**Clock network drawn from the DEF**

Bar = 20 µm.
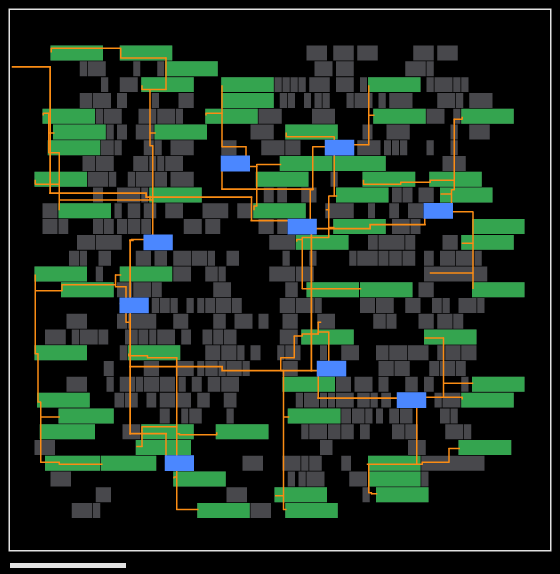
**Cells colored by class**

Bar = 20 µm.
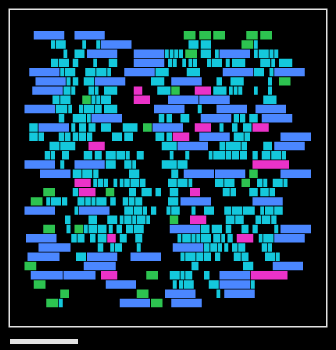
===== src/rtl/ps2_host_tx.sv =====
`timescale 1ns/1ps
// ps2_host_tx: host-to-device PS/2 command transmitter.
// Performs inhibit / request-to-send, shifts out 8 data bits, odd parity
// and stop on device-generated clocks, then checks the device ACK.
// The block only drives output enables; external open-drain pads pull low.
module ps2_host_tx #(
  parameter int unsigned INHIBIT_CYCLES = 5000,
  parameter int unsigned RTS_CYCLES     = 100,
  parameter int unsigned TIMEOUT_CYCLES = 750000
) (
  input  logic       clk,
  input  logic       rst,
  input  logic [7:0] tx_data,
  input  logic       tx_start,
  output logic       busy,
  output logic       done,
  output logic       error,
  input  logic       kclk_in,
  input  logic       kdata_in,
  output logic       kclk_oe,
  output logic       kdata_oe
);

  localparam int unsigned PH_MAX = (INHIBIT_CYCLES > RTS_CYCLES) ? INHIBIT_CYCLES : RTS_CYCLES;
  localparam int unsigned PH_W   = $clog2(PH_MAX + 1);
  localparam int unsigned TO_W   = $clog2(TIMEOUT_CYCLES + 1);

  localparam logic [PH_W-1:0] INH_LAST = PH_W'(INHIBIT_CYCLES - 1);
  localparam logic [PH_W-1:0] RTS_LAST = PH_W'(RTS_CYCLES - 1);
  localparam logic [TO_W-1:0] TO_LAST  = TO_W'(TIMEOUT_CYCLES - 1);

  typedef enum logic [2:0] {
    S_IDLE,
    S_INHIBIT,
    S_RTS,
    S_SEND,
    S_ACK,
    S_WAIT_IDLE
  } state_t;

  state_t          state;
  logic [PH_W-1:0] ph_cnt;
  logic [TO_W-1:0] to_cnt;
  logic [3:0]      bit_cnt;
  logic [9:0]      frame;

  logic kclk_s1, kclk_s2, kclk_prev;
  logic kdata_s1, kdata_s2;
  logic kclk_fall;

  // Two-flop synchronizers for both pins plus one history flop for edge detect
  always_ff @(posedge clk or posedge rst) begin
    if (rst) begin
      kclk_s1   <= 1'b1;
      kclk_s2   <= 1'b1;
      kclk_prev <= 1'b1;
      kdata_s1  <= 1'b1;
      kdata_s2  <= 1'b1;
    end else begin
      kclk_s1   <= kclk_in;
      kclk_s2   <= kclk_s1;
      kclk_prev <= kclk_s2;
      kdata_s1  <= kdata_in;
      kdata_s2  <= kdata_s1;
    end
  end

  assign kclk_fall = kclk_prev & ~kclk_s2;

  // Transfer sequencer: inhibit, request-to-send, bit shifting, ACK check, bus idle wait
  always_ff @(posedge clk or posedge rst) begin
    if (rst) begin
      state    <= S_IDLE;
      ph_cnt   <= '0;
      to_cnt   <= '0;
      bit_cnt  <= '0;
      frame    <= '0;
      busy     <= 1'b0;
      done     <= 1'b0;
      error    <= 1'b0;
      kclk_oe  <= 1'b0;
      kdata_oe <= 1'b0;
    end else begin
      done  <= 1'b0;
      error <= 1'b0;
      case (state)
        S_IDLE: begin
          if (tx_start) begin
            // Frame is shifted out LSB first: data[7:0], odd parity, stop.
            frame    <= {1'b1, ~^tx_data, tx_data};
            busy     <= 1'b1;
            kclk_oe  <= 1'b1;
            kdata_oe <= 1'b0;
            ph_cnt   <= '0;
            state    <= S_INHIBIT;
          end
        end

        S_INHIBIT: begin
          if (ph_cnt == INH_LAST) begin
            ph_cnt   <= '0;
            kdata_oe <= 1'b1;
            state    <= S_RTS;
          end else begin
            ph_cnt <= ph_cnt + 1'b1;
          end
        end

        S_RTS: begin
          if (ph_cnt == RTS_LAST) begin
            ph_cnt  <= '0;
            kclk_oe <= 1'b0;
            to_cnt  <= '0;
            bit_cnt <= '0;
            state   <= S_SEND;
          end else begin
            ph_cnt <= ph_cnt + 1'b1;
          end
        end

        S_SEND, S_ACK, S_WAIT_IDLE: begin
          if (to_cnt == TO_LAST) begin
            kclk_oe  <= 1'b0;
            kdata_oe <= 1'b0;
            busy     <= 1'b0;
            error    <= 1'b1;
            state    <= S_IDLE;
          end else begin
            to_cnt <= to_cnt + 1'b1;
            if (state == S_SEND) begin
              if (kclk_fall) begin
                kdata_oe <= ~frame[0];
                frame    <= {1'b0, frame[9:1]};
                bit_cnt  <= bit_cnt + 1'b1;
                if (bit_cnt == 4'd9) begin
                  state <= S_ACK;
                end
              end
            end else if (state == S_ACK) begin
              if (kclk_fall) begin
                if (kdata_s2) begin
                  kclk_oe  <= 1'b0;
                  kdata_oe <= 1'b0;
                  busy     <= 1'b0;
                  error    <= 1'b1;
                  state    <= S_IDLE;
                end else begin
                  state <= S_WAIT_IDLE;
                end
              end
            end else begin
              if (kclk_s2 && kdata_s2) begin
                busy  <= 1'b0;
                done  <= 1'b1;
                state <= S_IDLE;
              end
            end
          end
        end

        default: begin
          kclk_oe  <= 1'b0;
          kdata_oe <= 1'b0;
          busy     <= 1'b0;
          state    <= S_IDLE;
        end
      endcase
    end
  end

endmodule

===== config.mk =====
export PLATFORM = sky130hd
export DESIGN_NAME = ps2_host_tx
export DESIGN_NICKNAME = d
export VERILOG_FILES = /design/src/rtl/ps2_host_tx.sv
export SDC_FILE = /design/constraint.sdc
export NUM_CORES = 1
export LEC_CHECK = 0
export CAP_MARGIN = 5
export CORE_MARGIN = 4
export CORE_UTILIZATION = 45
export DETAILED_ROUTE_END_ITERATION = 16
export SETUP_SLACK_MARGIN = 0.1
export SYNTH_ARGS = -nofsm -noshare
export SYNTH_HDL_FRONTEND = slang
export SYNTH_SLANG_ARGS = --single-unit

===== constraint.sdc =====
create_clock -name clk -period 2.7 [get_ports clk]
set_input_delay 0.27 -clock clk [delete_from_list [all_inputs] [get_ports clk]]
set_output_delay 0.27 -clock clk [all_outputs]
set_load 0.05 [all_outputs]

==> results.yml <==
# flow metrics
outcome:
  outcome: "finished clean"
finish:
  nNonClkInverters: 8
  sh_seq_area: 0.395
  comb_share: 0.442
floorplan:
  rows: 30
  io_pins: 18
  coreArea_mm2: 0.00691
  die_h_um: 93.1
power_and_ir_drop:
  switching_share: 0.209
  seq_power_share: 0.478
  clk-power_mw: 0.929
  ir_drop_mv: 0.271
  intPower_mw: 1.51
setup_path:
  setup.worst_path.end: "ph_cnt[4]$_DFFE_PP0P_"
  reg2reg_slack_ns: 0.28
  crit_family: "simple AND/OR/NAND/NOR gates"
  required_ns: 2.94
  cp-start-kind: "register"
global_route:
  grt_pass1_vias: 2680
  grt_use_met2: 0.278
  grt_overflow: 0
  antenna_found_initial: 0
sta:
  maxSlewViolCount: 0
  hold_viol_final: 0
synth:
  synthArstFlopShare: 1.00
  yosysTopAreaCell: "dfrtp_1"
  aoi_share: 0.143
  yosysSeqAreaShare: 0.463
  synth_cells: 349
  edf_count: 0
placed_design:
  place_congestion: 0.856
  placed_area_mm2: 0.00358
route:
  vias: 2637
  drtIter0Drc: 139
clock_network:
  path_clk_slew_ns: 0.08
  max-clock-path-buffers: 2
Back to the opening pictures, 'clock network drawn from the DEF':
[green] flip-flops | count: 60
[blue] clock drivers | count: 9
[orange] clock wires | length: 790 µm
routed clock nets	10
flops lie	widely spread

Back to the opening pictures, 'cells colored by class':
color	class	cells	share of their area
blue	sequential cells	60	41%
magenta	clock drivers and dummy loads	16	6.4%
cyan	combinational and other logic	278	46%
green	remaining buffers and delay cells	26	6.4%

[through the flow]
stage | util | std cells | setup WS, ns
floorplan | - | 349 | 0.424
global placement | 0.519 | 460 | 0.339
detailed placement | 0.519 | 460 | 0.296
CTS | 0.553 | 476 | 0.281
global route | 0.553 | 476 | 0.195
finish | 0.553 | 476 | 0.276
[layout by cell type (no fill, tap or decap), types with 7 or more instances in the layout]
master	n
dfrtp_1	55
clkbuf_8	11
nand3_1	21
buf_4	9
xor2_1	19
nor2_1	36
and3_1	7
nand2_1	45
o211ai_1	7
inv_1	7
mux2_2	9
a21oi_1	15
clkdlybuf4s50_1	17
nand4_1	7
xnor2_1	9
o21ai_0	11
[registers in the layout, summed over array words and instances (netlist names), 3 cells and up]
register and count:
bit_cnt 4, state 3, to_cnt 20, ph_cnt 13, frame 10
